[src/rtl/cpu_pkg.sv]
// cpu_pkg: shared opcode, ALU operation and control-state definitions for the 8-bit CPU
package cpu_pkg;
   localparam logic [7:0] OP_LOADI = 8'h00;
   localparam logic [7:0] OP_MOV   = 8'h01;
   localparam logic [7:0] OP_ADD   = 8'h02;
   localparam logic [7:0] OP_SUB   = 8'h03;
   localparam logic [7:0] OP_AND   = 8'h04;
   localparam logic [7:0] OP_OR    = 8'h05;
   localparam logic [7:0] OP_J     = 8'h06;
   localparam logic [7:0] OP_BEQ   = 8'h07;
   localparam logic [2:0] ALU_FWD  = 3'b000;
   localparam logic [2:0] ALU_ADD  = 3'b001;
   localparam logic [2:0] ALU_AND  = 3'b010;
   localparam logic [2:0] ALU_OR   = 3'b011;
   typedef enum logic [1:0] {IDLE, FETCH, EXEC} state_t;
endpackage

[src/rtl/cpu_ctrl_unit_if.sv]
// cpu_ctrl_unit_if: instruction-memory busy-wait fetch bus between the control unit and IMEM
interface cpu_ctrl_unit_if;
   logic [31:0] PC;
   logic        IMEM_READ;
   logic        IMEM_BUSYWAIT;
   logic [31:0] INSTRUCTION;
   modport master (output PC, IMEM_READ, input IMEM_BUSYWAIT, INSTRUCTION);
   modport slave  (input PC, IMEM_READ, output IMEM_BUSYWAIT, INSTRUCTION);
endinterface

[src/rtl/cpu_ctrl_decode.sv]
// cpu_ctrl_decode: combinational opcode decoder; j/beq are only legal when CPU_CTRL_BRANCH_EN is defined
module cpu_ctrl_decode
   import cpu_pkg::*;
(
   input  logic [7:0] opcode,
   output logic       write,
   output logic [2:0] aluop,
   output logic       imm_sel,
   output logic       neg_sel,
   output logic       is_jump,
   output logic       is_beq,
   output logic       is_illegal
);
   // anything not listed is illegal and decodes to an inert no-op
   always_comb begin
      write      = 1'b0;
      aluop      = ALU_FWD;
      imm_sel    = 1'b0;
      neg_sel    = 1'b0;
      is_jump    = 1'b0;
      is_beq     = 1'b0;
      is_illegal = 1'b0;
      case (opcode)
         OP_LOADI: begin write = 1'b1; imm_sel = 1'b1; end
         OP_MOV:   write = 1'b1;
         OP_ADD:   begin write = 1'b1; aluop = ALU_ADD; end
         OP_SUB:   begin write = 1'b1; aluop = ALU_ADD; neg_sel = 1'b1; end
         OP_AND:   begin write = 1'b1; aluop = ALU_AND; end
         OP_OR:    begin write = 1'b1; aluop = ALU_OR; end
`ifdef CPU_CTRL_BRANCH_EN
         OP_J:     is_jump = 1'b1;
         OP_BEQ:   begin aluop = ALU_ADD; neg_sel = 1'b1; is_beq = 1'b1; end
`endif
         default:  is_illegal = 1'b1;
      endcase
   end
endmodule

[src/rtl/cpu_ctrl_unit.sv]
// cpu_ctrl_unit: PC/IR fetch FSM and control decode; CPU_CTRL_BRANCH_EN enables j/beq
module cpu_ctrl_unit
   import cpu_pkg::*;
(
   input  logic                   CLK,
   input  logic                   RESET,
   cpu_ctrl_unit_if.master        imem,
   input  logic                   ZERO,
   output logic                   WRITE,
   output logic [2:0]             INADDRESS,
   output logic [2:0]             OUT1ADDRESS,
   output logic [2:0]             OUT2ADDRESS,
   output logic [7:0]             IMM,
   output logic [2:0]             ALUOP,
   output logic                   IMM_SEL,
   output logic                   NEG_SEL,
   output logic                   ILLEGAL
);
   state_t      state, next_state;
   logic [31:0] pc, ir, next_pc, offset;
   logic        exec, taken;
   logic        dec_write, dec_imm_sel, dec_neg_sel, is_jump, is_beq, is_illegal;
   logic [2:0]  dec_aluop;

   cpu_ctrl_decode u_decode (
      .opcode     (ir[31:24]),
      .write      (dec_write),
      .aluop      (dec_aluop),
      .imm_sel    (dec_imm_sel),
      .neg_sel    (dec_neg_sel),
      .is_jump    (is_jump),
      .is_beq     (is_beq),
      .is_illegal (is_illegal)
   );

   // state, PC, IR and sticky illegal flag; reset aborts any instruction in flight
   always_ff @(posedge CLK or negedge RESET) begin
      if (!RESET) begin
         state   <= IDLE;
         pc      <= '0;
         ir      <= '0;
         ILLEGAL <= 1'b0;
      end else begin
         state <= next_state;
         if (state == FETCH && !imem.IMEM_BUSYWAIT) ir <= imem.INSTRUCTION;
         if (exec) begin
            pc      <= next_pc;
            ILLEGAL <= ILLEGAL | is_illegal;
         end
      end
   end

   // next state, branch target and decoded controls, which are live only in EXEC
   always_comb begin
      exec        = state == EXEC;
      next_state  = state == IDLE ? FETCH :
                    state == FETCH ? (imem.IMEM_BUSYWAIT ? FETCH : EXEC) : FETCH;
      offset      = {{22{ir[23]}}, ir[23:16], 2'b00};
      taken       = is_jump | (is_beq & ZERO);
      next_pc     = pc + 32'd4 + (taken ? offset : 32'd0);
      imem.PC        = pc;
      imem.IMEM_READ = state == FETCH;
      WRITE       = exec & dec_write;
      ALUOP       = exec ? dec_aluop : ALU_FWD;
      IMM_SEL     = exec & dec_imm_sel;
      NEG_SEL     = exec & dec_neg_sel;
      INADDRESS   = exec ? ir[18:16] : 3'd0;
      OUT1ADDRESS = exec ? ir[10:8] : 3'd0;
      OUT2ADDRESS = exec ? ir[2:0] : 3'd0;
      IMM         = exec ? ir[7:0] : 8'd0;
   end
endmodule

[src/flat_wrapper.sv]
// flat-port wrapper written by rule: the top's interface ports become plain ports
module cpu_ctrl_unit_flat import cpu_pkg::*;
  (CLK, RESET, ZERO, WRITE, INADDRESS, OUT1ADDRESS, OUT2ADDRESS, IMM, ALUOP, IMM_SEL, NEG_SEL, ILLEGAL, imem_PC, imem_IMEM_READ, imem_IMEM_BUSYWAIT, imem_INSTRUCTION);
  cpu_ctrl_unit_if imem_i ();
  input  logic CLK;
  input  logic RESET;
  input  logic ZERO;
  output logic WRITE;
  output logic [2:0] INADDRESS;
  output logic [2:0] OUT1ADDRESS;
  output logic [2:0] OUT2ADDRESS;
  output logic [7:0] IMM;
  output logic [2:0] ALUOP;
  output logic IMM_SEL;
  output logic NEG_SEL;
  output logic ILLEGAL;
  output wire logic [$bits(imem_i.PC)-1:0] imem_PC;
  output wire logic [$bits(imem_i.IMEM_READ)-1:0] imem_IMEM_READ;
  input wire logic [$bits(imem_i.IMEM_BUSYWAIT)-1:0] imem_IMEM_BUSYWAIT;
  input wire logic [$bits(imem_i.INSTRUCTION)-1:0] imem_INSTRUCTION;
  assign imem_PC = imem_i.PC;
  assign imem_IMEM_READ = imem_i.IMEM_READ;
  assign imem_i.IMEM_BUSYWAIT = imem_IMEM_BUSYWAIT;
  assign imem_i.INSTRUCTION = imem_INSTRUCTION;
  cpu_ctrl_unit u_core (.CLK(CLK), .RESET(RESET), .imem(imem_i), .ZERO(ZERO), .WRITE(WRITE), .INADDRESS(INADDRESS), .OUT1ADDRESS(OUT1ADDRESS), .OUT2ADDRESS(OUT2ADDRESS), .IMM(IMM), .ALUOP(ALUOP), .IMM_SEL(IMM_SEL), .NEG_SEL(NEG_SEL), .ILLEGAL(ILLEGAL));
endmodule
[config.mk]
export PLATFORM = sky130hd
export DESIGN_NAME = cpu_ctrl_unit_flat
export DESIGN_NICKNAME = d
export VERILOG_FILES = /design/src/rtl/cpu_pkg.sv /design/src/rtl/cpu_ctrl_unit_if.sv /design/src/rtl/cpu_ctrl_decode.sv /design/src/rtl/cpu_ctrl_unit.sv /design/src/flat_wrapper.sv
export SDC_FILE = /design/constraint.sdc
export NUM_CORES = 1
export LEC_CHECK = 0
export ABC_AREA = 1
export CAP_MARGIN = 20
export CELL_PAD_IN_SITES_DETAIL_PLACEMENT = 0
export CELL_PAD_IN_SITES_GLOBAL_PLACEMENT = 1
export CORE_AREA = 2 2 118 120
export DETAILED_ROUTE_END_ITERATION = 16
export DIE_AREA = 0 0 120 122
export PLACE_DENSITY = 0.95
export SYNTH_ARGS = -nofsm -noshare
export SYNTH_HDL_FRONTEND = slang
export SYNTH_HIERARCHICAL = 1
export SYNTH_SLANG_ARGS = --single-unit
[constraint.sdc]
create_clock -name CLK -period 5.4 [get_ports CLK]
set_input_delay 1.35 -clock CLK [delete_from_list [all_inputs] [get_ports CLK]]
set_output_delay 1.35 -clock CLK [all_outputs]
set_load 0.005 [all_outputs]
### Clock distribution, run 1

Scale bar: 20 um.
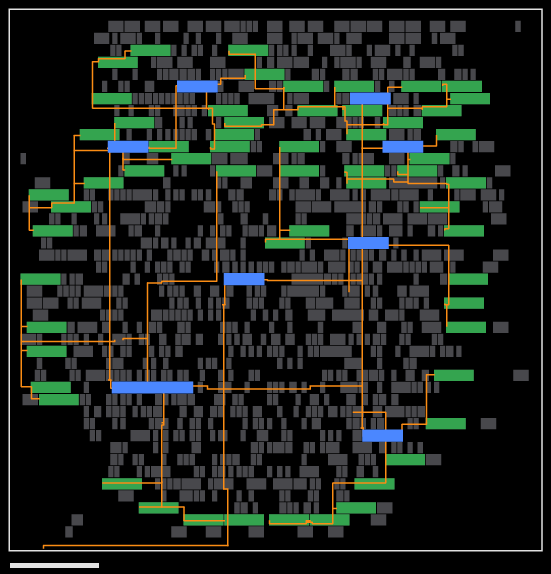
green -> flip-flops  # count 60
orange -> clock wires  # length 1,050 um
blue -> clock drivers  # count 9
flops lie = spread over the die
P_clk: 587 uW
Setup Skew: 0.009361 ns
clk_lat worst skew: 0.35 ns
clock share of power: 0.186

### Register map, names as in the netlist, run 1

Scale bar: 20 um. Other sequential cells in the stronger grey, the rest of the logic in the fainter grey.
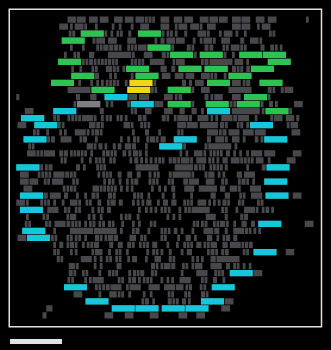
yellow -> `u_core/state`  # sequential cells 2
cyan -> `u_core/imem.PC`  # sequential cells 30, where spread over the die
green -> `u_core/ir`  # sequential cells 27
not coloured = 1
sequential share of cell area: 0.2297
Reg area: 0.001501 mm^2
Seq. pwr: 724 uW

### Gate-type map, run 1

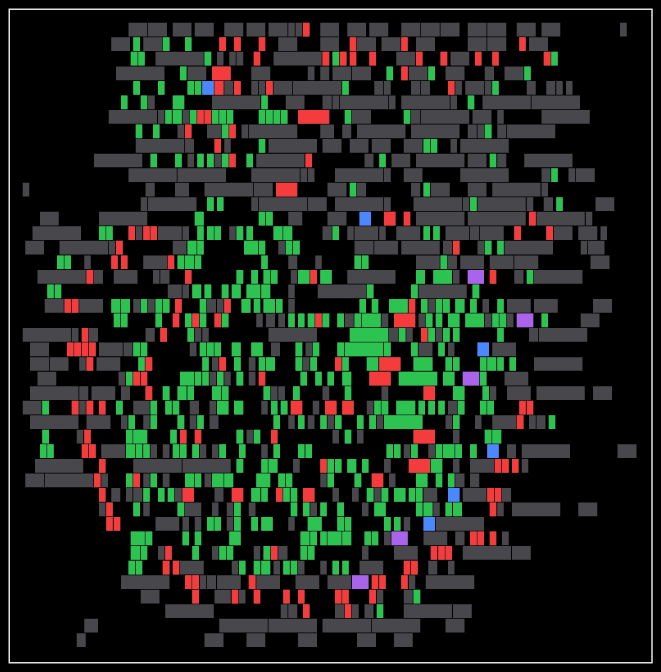
purple -> XOR/XNOR gates  # cells 5, most used xnor2_1
blue -> AND and OR gates  # cells 6, most used or2_1
red -> NOR gates  # cells 141, most used nor2_1, where spread over the die
green -> NAND gates  # cells 355, most used nand2_1
Comb/total area: 0.4678
post-route insts no fill: 1,112
Top cell excl fill/tap: nand2_1

==> flow_summary.toml, run 1 <==
# flow metrics
[run_status]
status = "finished, final reports clean"

[synthesis]
edf_count = 0
ys.flop_type = "dfrtp_1"
synthTopLogicFamily = "simple AND/OR/NAND/NOR gates"
async_reset_ff_frac = 1.000
simple_gate_share = 0.4176
synth_top_area_share = 0.2849
topCellsByArea = "dfrtp_1 28%, nand2_1 20%, inv_1 11%, nor2_1 8.8%, ha_1 8.3%"
synthAoiAreaFrac = 0.06268
synth-cells-yosys = 850
synthCells = 850
ys_seq_elements = 60
syn-cell-area_mm2 = 0.005270
yosys_area_mm2 = 0.005270
ys_seq_share = 0.2849
common_cells = "285 x nand2_1, 155 x inv_1, 123 x nor2_1, 60 x dfrtp_1, 35 x ha_1"
top_cell = "nand2_1"
xor_area_frac = 0.008310
yosysUniqueCellTypes = 32
synthMuxAreaShare = 0
yosysTopAreaCell = "dfrtp_1"
syn_area_per_cell_um2 = 6.200
ys_sh_adder = 0.08689
yosysWarnings = 6

[detailed_routing]
avgViaCountPerCell = 4.496
drt-pass1-iter-count = 7
drt_iter0_markers = 240
num_vias = 4999
wl_met1_um = 6175
detail-route-antenna-nets = 0
drt-total-wl_um = 13280
drc = 0
wl_met3_um = 442
wl_met2_um = 6414
wire_per_inst_um = 11.94
top_layer_used = "met4"

[global_route]
overflow = 0
grt_usage = 0.1899
grt_max_degree = 61
grt_pass1_vias = 4567
use_met1 = 0.2483
grt_use_met2 = 0.3168
antenna_found_initial = 0
grt_pass1_wl_um = 22130
use_met3 = 0.02809
busiest_layer = "met2"

[die]
die_area_mm2 = 0.01464
die_w_um = 120
die_h_um = 122
fp_util = 0.3903
io_pins = 93
core_mm2 = 0.01350
rows = 43

[clock_network]
post_cts_buffers = 0
htreeDepth = 3
clk_pin_slew_worst_paths_ns = 0.05
cts_buffers = 9
clock_sinks = 60
ctsRootBufferMaster = "clkbuf_16"
ctsHoldBuffers = 0
cts_tree = "done"
postCtsResizedCells = 0
cts_buffer_depth = 2

[min_path]
worstHoldStart = "u_core/ir[27]"
holdPathEnd = "u_core/ir[27]"
hp-class = "flip-flop to flip-flop"
hold_depth = 2

[timing]
hold_ws_ns = 0.4845
max_freq_mhz = 258.5
setup_violations = 0
hold_violations = 0
fin_tns_setup_ns = 0
rsz0062_at_grt = "false"
fin_ws_ns = 1.531
period_minus_slack_ns = 3.869
tightestPinTransition_ns = 1.155
slew_headroom = 0.2289
finalCritPeriodShare = 0.7164
slew_viol_final = 0

[power]
ir_worst_vdd_mv = 0.2583
power_density_mw_per_mm2 = 483.7
total_power_mw = 3.161
p_leak_nw = 3.491

[cells_and_area]
syn2layout_area_growth_pct = 24.03
diodes = 0
fin_nets = 999
design_area_mm2 = 0.006536
largest_register_ffs = 30
drive_gt1_frac = 0.07296

[setup_path]
r2r_slack_ns = 2.97
critPathMaxFanout = 46
critPathTopFamily = "buffers and inverters"
path_class = "flip-flop to output port"
worst-path-stages = 6
cpPeakStageDelay_ns = 0.53
cp.required_ns = 4.05
cp-end-kind = "output port"
cp_data_arrival_time_ns = 2.52
cp-start-kind = "flip-flop"
critPathBufInv = 4
reg2reg_to = "u_core/imem.PC[27]"
r2r_cells = 11
crit_chain = "inv_1 -> nor2_4 -> buf_4 -> inv_2 -> nor2_1 -> clkdlybuf4s50_1"
slowest_stage = "clkdlybuf4s50_1"
r2r-start = "u_core/imem.PC[3]"

[placed_design]
post-place-ws_ns = 1.858
placed_area_mm2 = 0.006236
io_buffers = 84
place_hpwl_um = 10160
globalplace.congestion = 0.8930

[flow_run]
tool_warnings = 31
drv_cap = 0
[run 1: tightest hold or removal path, delay by kind of cell (launching register included)]
| kind | cells | cell delay [ns] |
|---|---|---|
| DFF | 1 | 0.34 |
| and+or+nand+nor | 2 | 0.10 |
[run 1: cell type report]
cell class / count / area [um^2]
clock inverter: 7 / 75.07
inverter: 158 / 593.1
clock buffer: 9 / 225.2
timing repair buffer: 87 / 858.3
tap: 180 / 225.2
fill: 1408 / 6968
multi-input combinational: 611 / 3058
sequential: 60 / 1501
[run 1: worst max-delay path by stage]
stage	slack, ns	end	start
after floorplan	2.90	OUT2ADDRESS[0]	u_core/state[1]
after global placement	1.89	IMM[2]	u_core/state[1]
after detailed placement	1.86	IMM[2]	u_core/state[1]
after CTS	1.50	IMM[2]	u_core/state[1]
after global routing	1.32	IMM[2]	u_core/state[1]
final	1.53	OUT2ADDRESS[1]	u_core/state[1]
[run 1: stage by stage]
step	utilization	cells
after floorplan	-	853
after detailed placement	0.4618	1096
after CTS	0.4840	1112
after global placement	0.4618	1096
final	0.4840	1112
after global routing	0.4840	1112
[run 1: cell usage in the layout, fill, tap and decap left out, types with 2 or more instances in the layout]
cell             count
a21o_1               2
nand4_1              4
o21ai_1              7
nand3_1             34
nand3b_1             8
clkdlybuf4s50_1     83
or2_2                2
nand3b_4             4
o21ai_0             33
inv_1              155
nand3_2              6
ha_1                35
buf_4                3
dfrtp_1             60
xnor2_1              5
conb_1               5
or2_1                3
clkbuf_16            9
nor2_4               6
clkinvlp_4           3
nor2_2               9
inv_2                3
nand2_1            285
a21oi_1             18
nand2_2             14
nor2_1             123
[run 1: power by group]
part	total, mW	switching (mW)	leakage, nW	internal (mW)
registers	0.724	0.118	0.730	0.606
logic	1.85	1.08	2.62	0.774
clock network	0.587	0.229	0.138	0.358
### Cell classes on the final placement, run 1

Scale bar: 20 um.
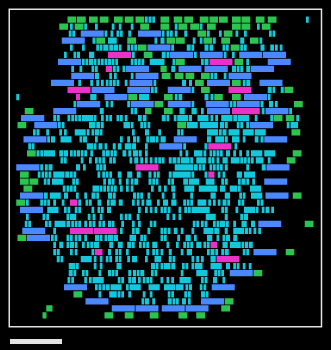

==> inputs of run 2 (changes only) <==
--- a/config.mk
+++ b/config.mk
@@ -9,10 +9,10 @@
 export CAP_MARGIN = 20
 export CELL_PAD_IN_SITES_DETAIL_PLACEMENT = 0
 export CELL_PAD_IN_SITES_GLOBAL_PLACEMENT = 1
-export CORE_AREA = 2 2 118 120
+export CORE_AREA = 2 2 123 125
 export DETAILED_ROUTE_END_ITERATION = 16
-export DIE_AREA = 0 0 120 122
-export PLACE_DENSITY = 0.95
+export DIE_AREA = 0 0 125 127
+export PLACE_DENSITY = 0.92
 export SYNTH_ARGS = -nofsm -noshare
 export SYNTH_HDL_FRONTEND = slang
 export SYNTH_HIERARCHICAL = 1
==> constraint.sdc (replaced) <==
create_clock -name CLK -period 3.9 [get_ports CLK]
set_input_delay 0.975 -clock CLK [delete_from_list [all_inputs] [get_ports CLK]]
set_output_delay 0.975 -clock CLK [all_outputs]
set_load 0.005 [all_outputs]
### Cell classes on the final placement, run 2

Scale bar: 50 um.
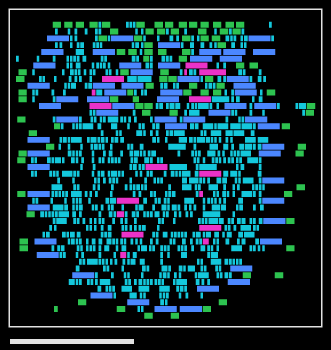
blue -> flops  # cells 60
cyan -> combinational and other logic  # cells 769
magenta -> clock drivers and dummy loads  # cells 16
green -> other buffers and delay cells  # cells 88
core area: 0.01442 mm^2
sequential share of cell area: 0.2295
final core utilization: 0.4535

==> run 2 against run 1 <==
Compared with the run above: worst hold slack worse by 0.020 ns; count of clock-buffer cells in the layout is 1 higher; global-route usage is 1.4 points lower; non-clock buffer count is 1 higher; via count is 0.70% higher; register-to-register slack worse by 1.5 ns; first-iteration DRC count is 18% lower; area after synthesis stayed put; combinational power is 39% higher; cell area hardly changed; total power is 38% higher; critical endpoint is now INADDRESS[1]; largest cell class unchanged; largest power group unchanged.
==> flow_summary.toml, run 2 <==
# flow metrics
[setup_path]
critPathMaxFanout = 46
cp-end-kind = "output port"
critPathTopFamily = "buffers and inverters"
crit_chain = "inv_1 -> nor2_4 -> inv_2 -> nor2_1 -> clkdlybuf4s50_1"
slowest_stage = "inv_2"

[flow_run]
tool_warnings = 31
drv_cap = 0

[power]
p_comb_frac = 0.587
internal-power_mw = 2.407
power_density_mw_per_mm2 = 668.3
swShare = 0.4494
switchingPower_mw = 1.964
p_leak_nw = 3.497
p_clk_frac = 0.183

[synthesis]
async_reset_ff_frac = 1.000
ys.flop_type = "dfrtp_1"
edf_count = 0
yosys_area_mm2 = 0.005270
synth-cells-yosys = 850
syn_area_per_cell_um2 = 6.200
syn-cell-area_mm2 = 0.005270
yosysUniqueCellTypes = 32
common_cells = "285 x nand2_1, 155 x inv_1, 123 x nor2_1, 60 x dfrtp_1, 35 x ha_1"

[global_route]
antenna_found_initial = 0
use_met3 = 0.02429
grt_usage = 0.1762
grt_use_met2 = 0.3040

[timing]
tightestPinTransition_ns = 1.194
hold_violations = 0
slew_viol_final = 0
setup_violations = 0
hold_ws_ns = 0.4643
slew_headroom = 0.2032
max_freq_mhz = 319.1
clock-skew-final_ns = 0.01164
rsz0062_at_grt = "false"

[cells_and_area]
syn2layout_area_growth_pct = 24.12
diodes = 0
layout_top_cell = "nand2_1"
most-common-layout-cells = "285 x nand2_1, 155 x inv_1, 123 x nor2_1, 83 x clkdlybuf4s50_1, 60 x dfrtp_1"
flop_area_mm2 = 0.001501
largest_register_ffs = 30
combGateArea_mm2 = 0.003058

[placed_design]
place_hpwl_um = 10530
io_buffers = 84
dp.cells = 1101

[detailed_routing]
drt-total-wl_um = 13690
wl_met2_um = 6574
wl_met3_um = 427
drt_iter0_markers = 198
detail-route-antenna-nets = 0
top_layer_used = "met4"

[die]
fp_util = 0.3654
io_pins = 93
rows = 44

[clock_network]
cts_buffer_depth = 2
postCtsResizedCells = 0
clk_pin_slew_worst_paths_ns = 0.06

[run_status]
status = "finished, final reports clean"

[min_path]
hp-class = "flip-flop to flip-flop"
### Gate-type map, run 2

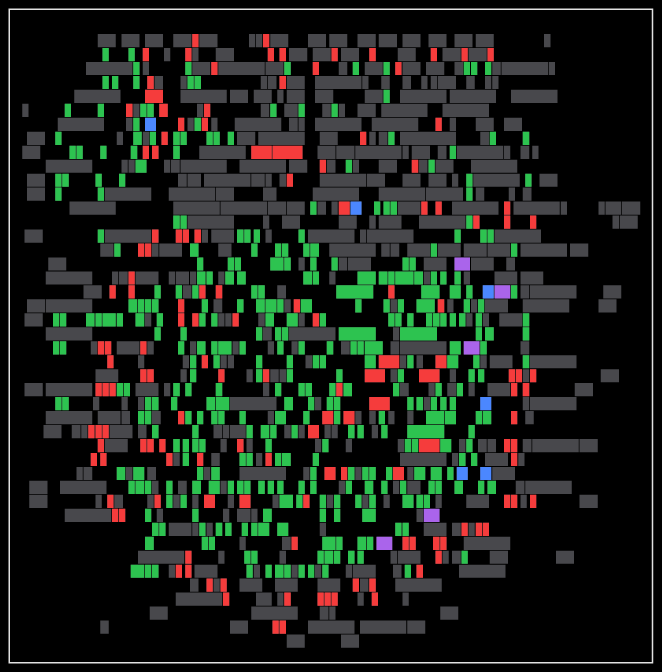
post-route insts no fill: 1,117
Comb/total area: 0.4675

==> run 2: power by group through the flow <==
stage	clock (mW)	combinational, mW	sequential, mW
after detailed placement	0	2.48	1.01
after global placement	0	2.46	1.01
after CTS	0.824	2.50	1.01
after global routing	0.852	2.92	1.04
final	0.802	2.57	1.00
after floorplan	0	1.78	1.00
==> run 2: cells by family (layout without fill, tap and decap cells) <==
kind of cell | Yosys count | count (layout) | synth area share
DFF | 60 | 60 | 0.2849
buffers and inverters | 182 | 262 | 0.1382
other | 2 | 5 | 0.001425
adders and majority gates | 36 | 36 | 0.08689
AOI/OAI and AO/OA | 63 | 63 | 0.06268
xor gates and xnor gates | 5 | 5 | 0.008309
and+or+nand+nor | 502 | 502 | 0.4176
==> run 2: cell type report <==
type | count | share of cell area
multi-input combinational | 611 | 0.4675
sequential | 60 | 0.2295
timing repair buffer | 88 | 0.1324
inverter | 158 | 0.09067
tap | 184 | 0.03520
clock buffer | 10 | 0.03500
clock inverter | 6 | 0.009755
==> run 2: per-stage QoR <==
stage	power [mW]	area (um^2)	setup slack (ns)
5_1_grt	4.813	6541	0.6401
4_1_cts	4.327	6541	0.7643
3_3_place_gp	3.466	6248	1.174
6_report	4.371	6541	0.7660
2_1_floorplan	2.785	5281	1.771
3_5_place_dp	3.492	6248	1.154
==> run 2: final timing paths <==
path / startpoint / depth (start not counted) / to / slack (ns)
setup / recovery: u_core/state[1] / 5 / INADDRESS[1] / 0.77
hold / removal: u_core/ILLEGAL / 1 / u_core/ILLEGAL / 0.46
setup reg to reg: u_core/imem.PC[3] / 12 / u_core/imem.PC[27] / 1.44
hold reg to reg: u_core/ILLEGAL / 1 / u_core/ILLEGAL / 0.46
max in group asynchronous: RESET / 2 / u_core/ir[17] / 2.40
min in group asynchronous: RESET / 1 / u_core/imem.PC[26] / 0.63
No activity file was given, so power comes from the tool's default toggle rates.
